==> src/rtl/mem_arbiter.sv <==
// mem_arbiter: shares one single-port memory between an instruction-fetch port and a data port.
// Latency: 2 cycles from grant to ready when m_ack comes back in the first m_req cycle.
// Backpressure: requesters hold req until their ready pulse; busy is high whenever a transaction is open.
// Optional feature: define ARB_TIMEOUT_EN to abort a transaction after TIMEOUT SERVE cycles without m_ack.
module mem_arbiter #(
  parameter int AW          = 32,
  parameter int DW          = 32,
  parameter int MAX_DSTREAK = 4,
  parameter int TIMEOUT     = 15
) (
  input  logic          clk,
  input  logic          reset,
  input  logic          i_req,
  input  logic [AW-1:0] i_addr,
  output logic [DW-1:0] i_rdata,
  output logic          i_ready,
  input  logic          d_req,
  input  logic          d_we,
  input  logic [AW-1:0] d_addr,
  input  logic [DW-1:0] d_wdata,
  output logic [DW-1:0] d_rdata,
  output logic          d_ready,
  output logic          m_req,
  output logic          m_we,
  output logic [AW-1:0] m_addr,
  output logic [DW-1:0] m_wdata,
  input  logic [DW-1:0] m_rdata,
  input  logic          m_ack,
  output logic          busy,
  output logic          err
);

  typedef enum logic [1:0] {IDLE, SERVE_D, SERVE_I, RESP} state_t;

  // The streak counter is 3 bits wide, so the cap must fit in it.
  localparam logic [2:0] MAX_S = 3'(MAX_DSTREAK);

  if (MAX_DSTREAK < 1 || MAX_DSTREAK > 7) begin : g_bad_streak
    $error("mem_arbiter: MAX_DSTREAK must be in 1..7");
  end
  if (TIMEOUT < 1) begin : g_bad_timeout
    $error("mem_arbiter: TIMEOUT must be at least 1");
  end

  state_t        state_q;
  logic [2:0]    streak_q;
  logic [2:0]    streak_d;
  logic [AW-1:0] addr_q;
  logic          we_q;
  logic [DW-1:0] wdata_q;
  logic          m_req_q;
  logic          busy_q;
  logic          i_ready_q;
  logic          d_ready_q;
  logic [DW-1:0] i_rdata_q;
  logic [DW-1:0] d_rdata_q;
  logic          grant_d;
  logic          grant_i;

`ifdef ARB_TIMEOUT_EN
  localparam int        TW       = $clog2(TIMEOUT + 1);
  localparam logic [TW-1:0] TMO_LAST = TW'(TIMEOUT - 1);
  logic [TW-1:0] tmo_q;
  logic          err_q;
`endif

  // Arbitration decision in IDLE: data wins unless the fetch port has been starved MAX_DSTREAK times.
  always_comb begin
    grant_d  = d_req && !(i_req && (streak_q == MAX_S));
    grant_i  = i_req && !grant_d;
    streak_d = streak_q;
    if (grant_d) begin
      if (!i_req) begin
        streak_d = 3'd0;
      end else if (streak_q != MAX_S) begin
        streak_d = streak_q + 3'd1;
      end
    end else if (grant_i) begin
      streak_d = 3'd0;
    end
  end

  // Transaction FSM; every output is a register updated here.
  always_ff @(posedge clk or posedge reset) begin
    if (reset) begin
      state_q   <= IDLE;
      streak_q  <= 3'd0;
      addr_q    <= '0;
      we_q      <= 1'b0;
      wdata_q   <= '0;
      m_req_q   <= 1'b0;
      busy_q    <= 1'b0;
      i_ready_q <= 1'b0;
      d_ready_q <= 1'b0;
      i_rdata_q <= '0;
      d_rdata_q <= '0;
`ifdef ARB_TIMEOUT_EN
      tmo_q     <= '0;
      err_q     <= 1'b0;
`endif
    end else begin
      // Ready and err are single-cycle pulses.
      i_ready_q <= 1'b0;
      d_ready_q <= 1'b0;
`ifdef ARB_TIMEOUT_EN
      err_q     <= 1'b0;
`endif
      case (state_q)
        IDLE: begin
          if (grant_d || grant_i) begin
            state_q  <= grant_d ? SERVE_D : SERVE_I;
            streak_q <= streak_d;
            addr_q   <= grant_d ? d_addr : i_addr;
            we_q     <= grant_d && d_we;
            wdata_q  <= grant_d ? d_wdata : '0;
            m_req_q  <= 1'b1;
            busy_q   <= 1'b1;
`ifdef ARB_TIMEOUT_EN
            tmo_q    <= '0;
`endif
          end
        end
        SERVE_D, SERVE_I: begin
          if (m_ack) begin
            // Stores also capture m_rdata, so d_rdata reflects the bus at m_ack.
            if (state_q == SERVE_D) begin
              d_rdata_q <= m_rdata;
              d_ready_q <= 1'b1;
            end else begin
              i_rdata_q <= m_rdata;
              i_ready_q <= 1'b1;
            end
            m_req_q <= 1'b0;
            state_q <= RESP;
          end
`ifdef ARB_TIMEOUT_EN
          else if (tmo_q == TMO_LAST) begin
            // Abort: complete the port with zero data and flag the error.
            if (state_q == SERVE_D) begin
              d_rdata_q <= '0;
              d_ready_q <= 1'b1;
            end else begin
              i_rdata_q <= '0;
              i_ready_q <= 1'b1;
            end
            err_q   <= 1'b1;
            m_req_q <= 1'b0;
            state_q <= RESP;
          end else begin
            tmo_q <= tmo_q + 1'b1;
          end
`endif
        end
        RESP: begin
          // Requests are not sampled here so the requester can drop req after ready.
          state_q <= IDLE;
          busy_q  <= 1'b0;
        end
        default: begin
          state_q <= IDLE;
          m_req_q <= 1'b0;
          busy_q  <= 1'b0;
        end
      endcase
    end
  end

  assign m_req   = m_req_q;
  assign m_we    = we_q;
  assign m_addr  = addr_q;
  assign m_wdata = wdata_q;
  assign busy    = busy_q;
  assign i_ready = i_ready_q;
  assign d_ready = d_ready_q;
  assign i_rdata = i_rdata_q;
  assign d_rdata = d_rdata_q;
`ifdef ARB_TIMEOUT_EN
  assign err     = err_q;
`else
  assign err     = 1'b0;
`endif

endmodule

==> config.mk <==
export PLATFORM = sky130hd
export DESIGN_NAME = mem_arbiter
export DESIGN_NICKNAME = d
export VERILOG_FILES = /design/src/rtl/mem_arbiter.sv
export SDC_FILE = /design/constraint.sdc
export NUM_CORES = 1
export LEC_CHECK = 0
export CAP_MARGIN = 20
export CORE_UTILIZATION = 42
export DETAILED_ROUTE_END_ITERATION = 12
export PLACE_DENSITY = 0.86
export SLEW_MARGIN = 40
export SYNTH_ARGS = -nofsm -noshare
export SYNTH_HDL_FRONTEND = slang
export SYNTH_SLANG_ARGS = --single-unit
==> constraint.sdc <==
create_clock -name clk -period 6.2 [get_ports clk]
set_clock_uncertainty 0.2 [all_clocks]
set_input_delay 1.24 -clock clk [delete_from_list [all_inputs] [get_ports clk]]
set_output_delay 1.24 -clock clk [all_outputs]
set_load 0.03 [all_outputs]
==> results.json <==
{
  "final_weighted_congestion_of_routability_driven_global_placement": 0.7920,
  "finalMaxSlewViolations": 0,
  "cp.depth": 4,
  "layout_top_cells_excl_fill_tap": "sky130_fd_sc_hd__clkdlybuf4s50_1, sky130_fd_sc_hd__dfrtp_1, sky130_fd_sc_hd__nand2_1, sky130_fd_sc_hd__mux2_2, sky130_fd_sc_hd__o21ai_0",
  "hold_crit_start": "m_wdata[1]",
  "start_kind": "input port",
  "syn_inst": 518,
  "setup_total_negative_slack_ns": 0,
  "antenna_found_initial": 0,
  "worst-endpoint-arrival_ns": 3.24,
  "wl_per_cell_um": 17.45,
  "drt-total-wl_um": 16730,
  "worstRegToRegCells": 7,
  "outcome": "complete, no violations",
  "placement_rows": 43,
  "share_comb_of_total_power_pct": 52.4,
  "clock_power_uw": 1070,
  "power_top_consumer": "combinational logic",
  "ys_sh_adder_pct": 1.259,
  "io_pins": 268,
  "pre_cts_ws_ns": 2.279,
  "number_of_cells_in_the_yosys_synthesis_report": 518,
  "drt_pass1_iterations": 4,
  "vias_in_the_first_global_route": 5069,
  "die_w_um": 121.2,
  "synth.logic.top_family": "multiplexers",
  "seq-cell-share_pct": 37.20,
  "wl_met2_um": 8494,
  "slowest_stage": "sky130_fd_sc_hd__clkdlybuf4s50_1",
  "area_growth_syn_to_layout_pct": 55.69,
  "comb.multi_input.count": 330,
  "nNonClkBuffers": 271,
  "synth_async_sr_flop_share_pct": 100.0,
  "kind_of_capture_point_of_the_worst_setup_path": "register",
  "mappedNetlistArea_sq_mm": 0.005963,
  "synth_dominant_cell_count": "sky130_fd_sc_hd__dfrtp_1",
  "clkTransAtPathRegs_ns": 0.06,
  "cts_inserted_buffers": 17,
  "yosys.area_share.xor_xnor_pct": 0,
  "comb_area_sq_mm": 0.002235,
  "share_clk_of_total_power_pct": 18.9,
  "top_cell_area_share_pct": 57.91,
  "critical_path.max_stage_delay_ns": 0.75,
  "antenna_left": 0,
  "setup.reg_to_reg.worst_slack_ns": 3.92,
  "finished_layout_cell_area_sq_mm": 0.009284,
  "maxUsedRoutingLayer": "met4",
  "synth.yosys.chip_area_sq_mm": 0.005963,
  "critical_path_data_required_time_ns": 6.26,
  "netSwitchingFraction_pct": 40.75,
  "viasPerCell": 5.180
}
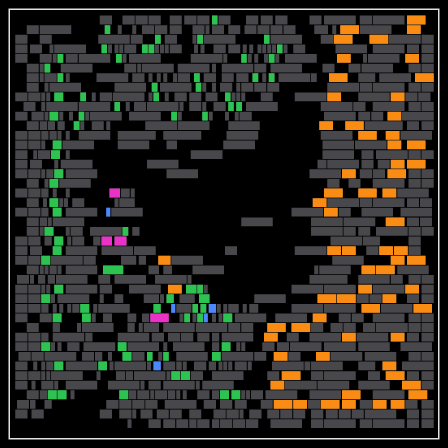
Figure 1: gate-type map.
family	colour	cells
aoi and oai cells	green	75
nor cells	blue	5
non-inverting ao/oa cells	magenta	4
mux cells	orange	66
most numerous logic cell after layout: sky130_fd_sc_hd__clkdlybuf4s50_1
final standard cell count with taps included and fillers excluded: 959
Comb/total area: 24.07%

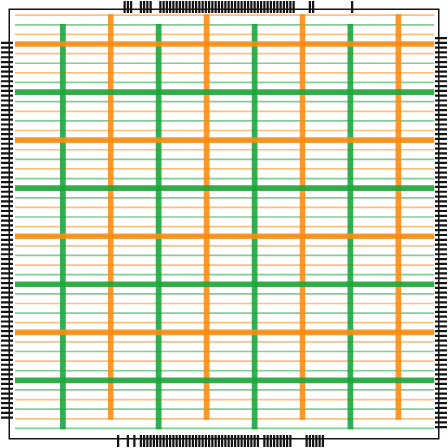
Figure 2: supply network.
Pins as bars on the die edge.
net	colour
VSS	green
VDD	orange
met4 straps	8
signal pins	268
rows	43
core area: 0.01388 sq mm
IR drop worst, VDD: 0.0002481 V
Die Y-Extent: 121.2 um

No activity file was given, so power comes from the tool's default toggle rates.
